==> config.mk <==
export PLATFORM = sky130hd
export DESIGN_NAME = uart_mod_counter
export DESIGN_NICKNAME = d
export VERILOG_FILES = /design/src/rtl/uart_mod_counter.sv
export SDC_FILE = /design/constraint.sdc
export NUM_CORES = 1
export LEC_CHECK = 0
export ABC_AREA = 1
export CAP_MARGIN = 20
export CORE_AREA = 2 2 39 41
export CTS_CLUSTER_DIAMETER = 200
export DETAILED_ROUTE_END_ITERATION = 8
export DIE_AREA = 0 0 41 43
export GPL_ROUTABILITY_DRIVEN = 0
export HOLD_SLACK_MARGIN = 0.02
export MAX_ROUTING_LAYER = met4
export SYNTH_ARGS = -nofsm -noshare
export SYNTH_HDL_FRONTEND = slang
export SYNTH_SLANG_ARGS = --single-unit
export TNS_END_PERCENT = 20
==> constraint.sdc <==
create_clock -name clk -period 2.5 [get_ports clk]
set_input_delay 0.75 -clock clk [delete_from_list [all_inputs] [get_ports clk]]
set_output_delay 0.75 -clock clk [all_outputs]
set_load 0.03 [all_outputs]
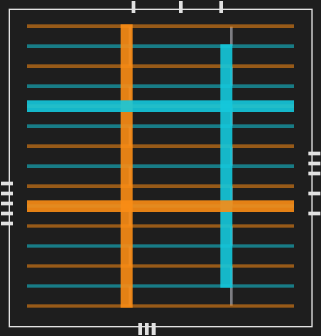
**Above:** PDN straps and rails.
Pins as bars on the die edge. Tap cells in gray.
- orange: VSS
- cyan: VDD
- tap cells: 16
- signal pins: 16
Core ar.: 1380 um^2
Max IR drop VDD: 0.155 mV
Die Width: 41 um

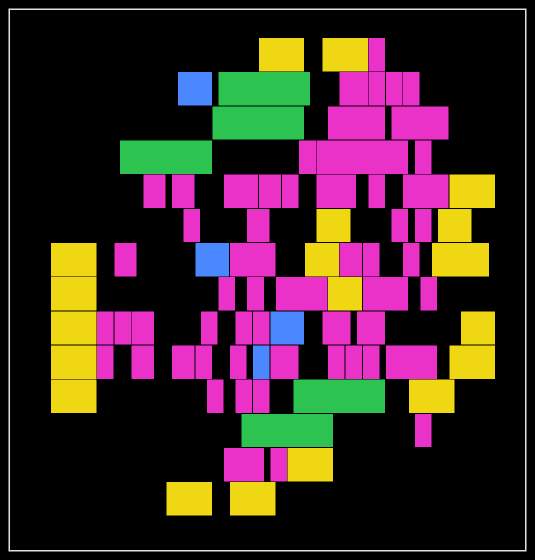
**Above:** placement by cell class.
- green: sequential cells (cells 5; share of their area 16%)
- yellow: remaining buffers and delay cells (cells 19; share of their area 29%)
- magenta: combinational and other logic (cells 56; share of their area 51%)
- blue: clock drivers and dummy loads (cells 4; share of their area 4.2%)
Final Util: 46.2%
# rows: 14
sequential share of cell area: 15.7%
final instance area: 639 um^2

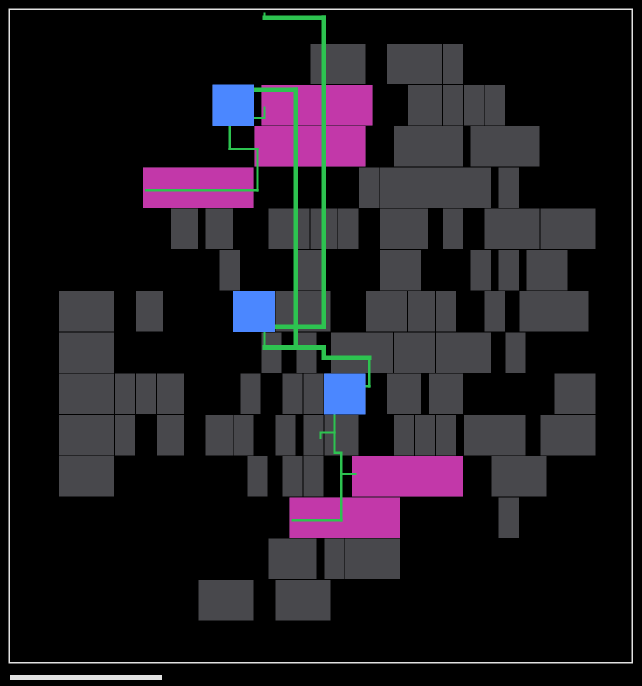
**Above:** clock distribution.
The bar under the picture is 10 um long.
- blue: clock drivers (count 3)
- green: clock wires (length 98.4 um)
- magenta: flip-flops (count 5)
- routed clock nets: 4
clock share of power: 34.1%
Worst-Skew Late Latency: 0.25 ns
Clock Power: 0.0946 mW
Clock Skews: 0.00118 ns

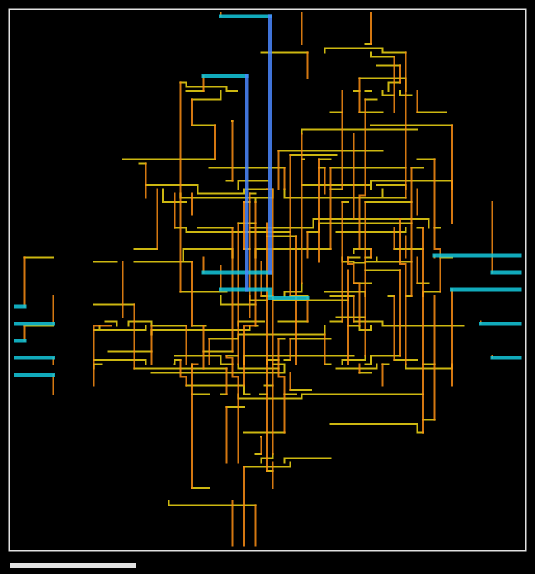
**Above:** routed metal, one color a layer.
The bar under the picture is 10 um long.
- cyan: metal 3 (wire length 50.3 um)
- orange: metal 2 (wire length 493 um)
- blue: metal 4 (wire length 37.4 um)
- yellow: metal 1 (wire length 460 um)
overall global routing resource usage: 16.0%
DR vias: 453
total routed wirelength: 1.04 mm
Routed WL per cell: 10.4 um

==> impl_metrics.tcl <==
# implementation run metrics
set metrics [dict create \
    status "completed" \
    ios 16 \
    top_cells_by_area "dfxtp_1 24%, nand2_1 13%, nor2_1 9.1%" \
    slowest_stage "clkdlybuf4s50_1" \
    layout-drive-gt1-share_pct 21.4 \
    ys_types 20 \
    start_kind "flop" \
    arrival_ns 1.40 \
    cts.sinks 5 \
    synth.largest_area_cell "dfxtp_1" \
    netlist_instances 61 \
    cts_tree "built" \
    netlist.area_leader.share_pct 24.2 \
    cp.depth 1 \
    ff_type "dfxtp_1" \
    yosys-top-cells-count "14 x nand2_1, 10 x nor2_1, 5 x dfxtp_1, 5 x inv_1" \
    synth_seq_share_pct 24.2 \
    drv_cap 0 \
    h-tree-depth 1 \
    powerDensity_nw_per_um2 434 \
    cp_top_family "buffers and inverters" \
    cts_made_buffers 3 \
    globalRouteOverflowTotal 0 \
    dp_worst_setup_slack_ns 0.0490 \
    syn2layout_area_growth_pct 54.8 \
    rsz0062_at_grt "false" \
    end_kind "output pin" \
    path_class "reg2out" \
    ys_warn_count 0 \
    cts_buffer_depth 2 \
    grt_max_degree 8 \
    use_met2_pct 22.8 \
    ys_cells 61 \
    numPortBuffers 15 \
    path_clk_slew_ns 0.04 \
    drt_iter0_drc 11 \
    nNetsFinal 98 \
    fin_setup_tns_ns 0 \
    finalWorstSetupSlack_ns 0.345 \
    hold_viol_final 0 \
    numSynthFlops 5 \
    power_leakage_nw 0.288 \
    slew_headroom_pct 79.0 \
    first_pass_iters 4 \
    antenna_found_initial 0 \
    ant_nets 0 \
    hold_path_class "reg2reg" \
    largest_register_ffs 4 \
    grt_pass1_wl_mm 1.82 \
    synth-edff-count 0 \
    place_hpwl_um 817 \
    max_stage_delay_ns 0.72 \
    syn-num-nets 74 \
    cts-root-buf "clkbuf_4" \
    met3_usage_pct 4.71 \
    netlist_area_um2 413 \
    setup_viol 0 \
    cp_max_fo 5 \
    period_used_pct 86.2 \
    met1_usage_pct 19.0 \
    floorplan.core_util_pct 29.8 \
    finalCriticalPeriod_ns 2.15 \
    grt_most_used_layer "met2" \
    warnings 26 \
    r2r_cells 8 \
    r2r_setup_slack_ns 1.06 \
    maxSlewViolCount 0 \
    viasPerCell 4.53 \
    synth_chip_area_um2 413 \
    yosysMostFrequentCell "nand2_1" \
    die-area_um2 1760 \
    worst_pin_slew_ns 0.314 \
    min_delay_path_depth 2 \
    async_flop_share_pct 0 \
]
[logic make-up (layout without fill, tap and decap cells)]
kind of cell | after synthesis | after routing | synth area share [%]
buf+inv | 8 | 31 | 7.27
xor+xnor | 1 | 1 | 2.12
fa+ha+maj | 3 | 3 | 10.9
compound gates | 9 | 9 | 12.7
flops | 5 | 5 | 24.2
simple gates | 35 | 35 | 42.7
[cell type report]
cell class	count	area [um^2]
fillers	148	744
flip-flops and latches	5	100
inverters	8	30.0
multi-input cells	48	283
clock buffers	4	26.3
well taps	16	20.0
repair buffers	19	180
[layout by cell type, fill, tap and decap left out, types with 2 or more instances in the layout]
| master | count |
|---|---|
| inv_1 | 5 |
| nor2_1 | 10 |
| nand2_1 | 14 |
| clkdlybuf4s50_1 | 13 |
| a21oi_1 | 3 |
| nor2_4 | 2 |
| ha_1 | 2 |
| clkbuf_4 | 3 |
| o21ai_0 | 3 |
| inv_2 | 3 |
| nand3_2 | 2 |
| nand3_1 | 3 |
| dfxtp_1 | 5 |
| buf_4 | 5 |
[stage by stage]
step	cell area (um^2)	instances	total power, mW	hold WS [ns]
finish	639	100	0.278	0.549
detailed placement	596	94	0.182	0.546
global route	639	100	0.297	0.578
global placement	596	94	0.182	0.544
CTS	622	98	0.277	0.553
floorplan	413	61	0.143	0.648
[routing by layer]
layer	vias up	routed length [um]
met1	193	460
met3	4	50
met4	0	37
met2	15	492
li1	241	-
met5	-	0
[repair_timing]
item / CTS / global route
setup endpoints to repair: 0 / 1
hold endpoints to repair: 0 / 0
gates resized: 0 / 1
setup buffers: 0 / 2
[report_power, final]
group | switching [mW] | internal [mW] | total (mW)
Sequential | 0.00572 | 0.0839 | 0.0896
Clock | 0.0342 | 0.0604 | 0.0946
Combinational | 0.0485 | 0.0451 | 0.0935
Total | 0.0884 | 0.189 | 0.278
Power is estimated from default activity; no workload was simulated.
